==> images/pdn.png <==
(3 px per µm) Pins as bars on the die edge.
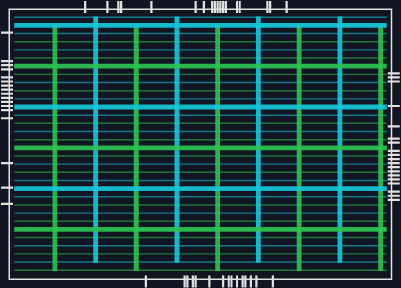
==> images/cell_classes.png <==
(2 px per µm) Fill, decap, tap and diode cells in grey.
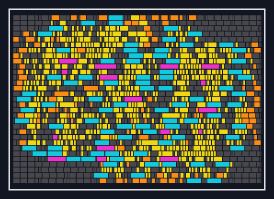
===== config.mk =====
export PLATFORM = sky130hd
export DESIGN_NAME = sprite_draw_controller
export DESIGN_NICKNAME = d
export VERILOG_FILES = /design/src/rtl/sprite_draw_controller.sv
export SDC_FILE = /design/constraint.sdc
export NUM_CORES = 1
export LEC_CHECK = 0
export ABC_AREA = 1
export CAP_MARGIN = 30
export CORE_ASPECT_RATIO = 0.7
export CORE_UTILIZATION = 45
export CTS_CLUSTER_SIZE = 28
export DETAILED_ROUTE_END_ITERATION = 10
export GPL_ROUTABILITY_DRIVEN = 0
export GPL_TIMING_DRIVEN = 0
export HOLD_SLACK_MARGIN = 0.05
export PLACE_DENSITY = 0.7
export SYNTH_ARGS = -nofsm -noshare
export SYNTH_HDL_FRONTEND = slang
export SYNTH_SLANG_ARGS = --single-unit

===== constraint.sdc =====
create_clock -name clk -period 2.6 [get_ports clk]
set_input_delay 0.39 -clock clk [delete_from_list [all_inputs] [get_ports clk]]
set_output_delay 0.39 -clock clk [all_outputs]
set_load 0.05 [all_outputs]

===== src/rtl/sprite_draw_controller.sv =====
// Sprite / background draw sequencer.
//
// Presents a linear address stream to either the sprite ROM (40x40) or the
// screen ROM (160x120). Each ROM returns its colour one cycle after the
// address. That colour becomes a pixel write for the 160x120 VGA adapter.
//   mode 0 : sprite blit at (originX, originY). Pixels that fall off-screen
//            and pixels of colour TRANSPARENT are not plotted.
//   mode 1 : full-screen background copy.
//
// Ports
//   clk, resetn          clock, synchronous active-low reset
//   start, mode          draw request and mode; mode is latched with start
//   originX, originY     sprite origin; latched with start
//   romColour            ROM data for the address of the previous cycle
//   spriteAddr           sprite ROM address (0 in mode 1)
//   screenAddr           screen ROM address (0 in mode 0)
//   vgaX, vgaY           pixel coordinates
//   vgaColour            pixel colour
//   plot                 VGA write strobe
//   busy                 high while a draw is in progress
//   done                 one-cycle completion pulse
module sprite_draw_controller #(
   parameter int unsigned SPRITE_W    = 40,
   parameter int unsigned SPRITE_H    = 40,
   parameter int unsigned SCREEN_W    = 160,
   parameter int unsigned SCREEN_H    = 120,
   parameter logic [2:0]  TRANSPARENT = 3'b101
) (
   input  logic        clk,
   input  logic        resetn,
   input  logic        start,
   input  logic        mode,
   input  logic [7:0]  originX,
   input  logic [6:0]  originY,
   input  logic [2:0]  romColour,
   output logic [10:0] spriteAddr,
   output logic [14:0] screenAddr,
   output logic [7:0]  vgaX,
   output logic [6:0]  vgaY,
   output logic [2:0]  vgaColour,
   output logic        plot,
   output logic        busy,
   output logic        done
);

   localparam int unsigned SPRITE_N = SPRITE_W * SPRITE_H;
   localparam int unsigned SCREEN_N = SCREEN_W * SCREEN_H;

   typedef enum logic [1:0] {StIdle, StDraw, StFlush, StDone} state_e;

   state_e      state_q;
   logic        mode_q;
   logic [7:0]  ox_q;
   logic [6:0]  oy_q;
   logic [7:0]  col_q;
   logic [6:0]  row_q;
   logic [14:0] addr_q;
   logic        busy_q;
   logic        done_q;

   // Pipeline stage aligned with romColour.
   logic        p_valid_q;
   logic [7:0]  p_col_q;
   logic [6:0]  p_row_q;

   // Last pixel driven, held while no stage data is valid.
   logic [7:0]  x_hold_q;
   logic [6:0]  y_hold_q;
   logic [2:0]  c_hold_q;

   logic [14:0] last_addr;
   logic [7:0]  col_last;
   logic [8:0]  sx;
   logic [8:0]  sy;
   logic [7:0]  x_live;
   logic [6:0]  y_live;
   logic        plot_live;

   always_comb begin
      last_addr = mode_q ? 15'(SCREEN_N - 1) : 15'(SPRITE_N - 1);
      col_last  = mode_q ? 8'(SCREEN_W - 1) : 8'(SPRITE_W - 1);
   end

   always_ff @(posedge clk) begin
      if (!resetn) begin
         state_q   <= StIdle;
         mode_q    <= 1'b0;
         ox_q      <= '0;
         oy_q      <= '0;
         col_q     <= '0;
         row_q     <= '0;
         addr_q    <= '0;
         busy_q    <= 1'b0;
         done_q    <= 1'b0;
         p_valid_q <= 1'b0;
         p_col_q   <= '0;
         p_row_q   <= '0;
         x_hold_q  <= '0;
         y_hold_q  <= '0;
         c_hold_q  <= '0;
      end else begin
         unique case (state_q)
            StIdle: begin
               if (start) begin
                  mode_q  <= mode;
                  ox_q    <= originX;
                  oy_q    <= originY;
                  col_q   <= '0;
                  row_q   <= '0;
                  addr_q  <= '0;
                  busy_q  <= 1'b1;
                  state_q <= StDraw;
               end
            end
            StDraw: begin
               // The final address stays on the bus after the draw ends.
               if (addr_q == last_addr) begin
                  state_q <= StFlush;
               end else begin
                  addr_q <= addr_q + 15'd1;
                  if (col_q == col_last) begin
                     col_q <= '0;
                     row_q <= row_q + 7'd1;
                  end else begin
                     col_q <= col_q + 8'd1;
                  end
               end
            end
            StFlush: begin
               done_q  <= 1'b1;
               state_q <= StDone;
            end
            StDone: begin
               done_q  <= 1'b0;
               busy_q  <= 1'b0;
               state_q <= StIdle;
            end
            default: state_q <= StIdle;
         endcase

         p_valid_q <= (state_q == StDraw);
         p_col_q   <= col_q;
         p_row_q   <= row_q;

         if (p_valid_q) begin
            x_hold_q <= x_live;
            y_hold_q <= y_live;
            c_hold_q <= romColour;
         end
      end
   end

   // Screen coordinates are 9 bits wide so an origin near the edge cannot
   // wrap back onto the visible area.
   always_comb begin
      sx = {1'b0, ox_q} + {1'b0, p_col_q};
      sy = {2'b00, oy_q} + {2'b00, p_row_q};
      if (mode_q) begin
         x_live    = p_col_q;
         y_live    = p_row_q;
         plot_live = p_valid_q;
      end else begin
         x_live    = sx[7:0];
         y_live    = sy[6:0];
         plot_live = p_valid_q && (sx < 9'(SCREEN_W)) && (sy < 9'(SCREEN_H)) &&
                     (romColour != TRANSPARENT);
      end
   end

   always_comb begin
      spriteAddr = mode_q ? 11'd0 : addr_q[10:0];
      screenAddr = mode_q ? addr_q : 15'd0;
      vgaX       = p_valid_q ? x_live : x_hold_q;
      vgaY       = p_valid_q ? y_live : y_hold_q;
      vgaColour  = p_valid_q ? romColour : c_hold_q;
      plot       = plot_live;
      busy       = busy_q;
      done       = done_q;
   end

endmodule

==> summary.txt <==
yosys + openroad results -> met2 wire length 5878 µm, seq pwr 0.00162 W, Max-area cell share 34.20%, flip-flops with a built-in enable 0, status complete, no violations, Leak 2.934 nW, Unique cell types 38, yosys aoi share 12.67%, WP data required 2.21 ns, clock sink count 84, Max Root-Sink Buffers 2, Worst-Skew Late Latency 0.35 ns, Final Max Tran Viols 0, xor/xnor share 3.206%, logic share of the area 45.69%, wire length on met3 827 µm, share of post-route cells with drive strength above 1 13.73%, Tightest Pin Transition 0.7552 ns, crit end category output pin, M1 wire length 6339 µm, RSZ-0062 raised after global routing true, Yosys warnings 0, Logic family by area simple AND/OR/NAND/NOR gates, num sequential 84, vias in the first global route 4,428, Tapcells 132, endpoints failing setup 0, Cell Area, Synth 4917 µm², most frequent cells in the layout 166 x nand2_1, 100 x nor2_1, 85 x inv_1, 1st-iter DRT viols 429, Mapped Nets 765, grt ovf 0, sw power 0.002308 W, reg2reg path depth 15, clk pwr 0.00134 W, Worst-path clk slew 0.06 ns, Setup Slack @ Placement -0.4673 ns, Setup CP Type flop to output pin, antenna violations before repair 0, worst reg2reg startpoint mode_q, Post-Synthesis Cells 711, Crit Path Max Fanout 4, Adders+Majority by Area 8.448%, Multi-input gate area 2786 µm², FF-to-FF End addr_q[7], Setup crit start oy_q[0], CP peak stage delay 0.39 ns, hold path startpoint row_q[1], area reported by Yosys stat 4917 µm², Register Area 1687 µm², grt peak-use layer met2, crit start category flop, Synth area leader dfxtp_1, Clock power frac 25.2%, Total Nets Final 843, Synth async-reset ratio 0%, Critical Path AT 2.13 ns, Max-Cap Viols 0, most used cell, CP nand2_1, bufs w/o clock 96, clkbuf count 11, post-synthesis register bit count 84, Bufs and invs on worst path 1, Worst Hold End p_row_q[1], top cells, area dfxtp_1 34%, nand2_1 13%, ha_1 7.6%, nor2_1 7.6%, inv_1 6.6%, Critical Path End plot, port bufs 68, CTS Hold Buffers Added 0, final worst-path setup slack 0.07859 ns, Hold Vio Cnt, Final 0, Post-synth seq share 34.20%, Total GRT Usage 24.47%
-- pdn.png (at the start) --
- cyan: VDD
- green: VSS
- signal pins: 69
- met4 straps: 9
VDD IR-drop max: 0.6287 mV
Die H: 89.46 µm
die width: 126.9 µm
Core Box Area: 10,470 µm²

-- cell_classes.png (at the start) --
- magenta: clock drivers and dummy loads (cells 16)
- orange: other buffers and delay cells (cells 96)
- cyan: flip-flops (cells 84)
- yellow: all other logic (cells 598)

No activity file was given, so power comes from the tool's default toggle rates.
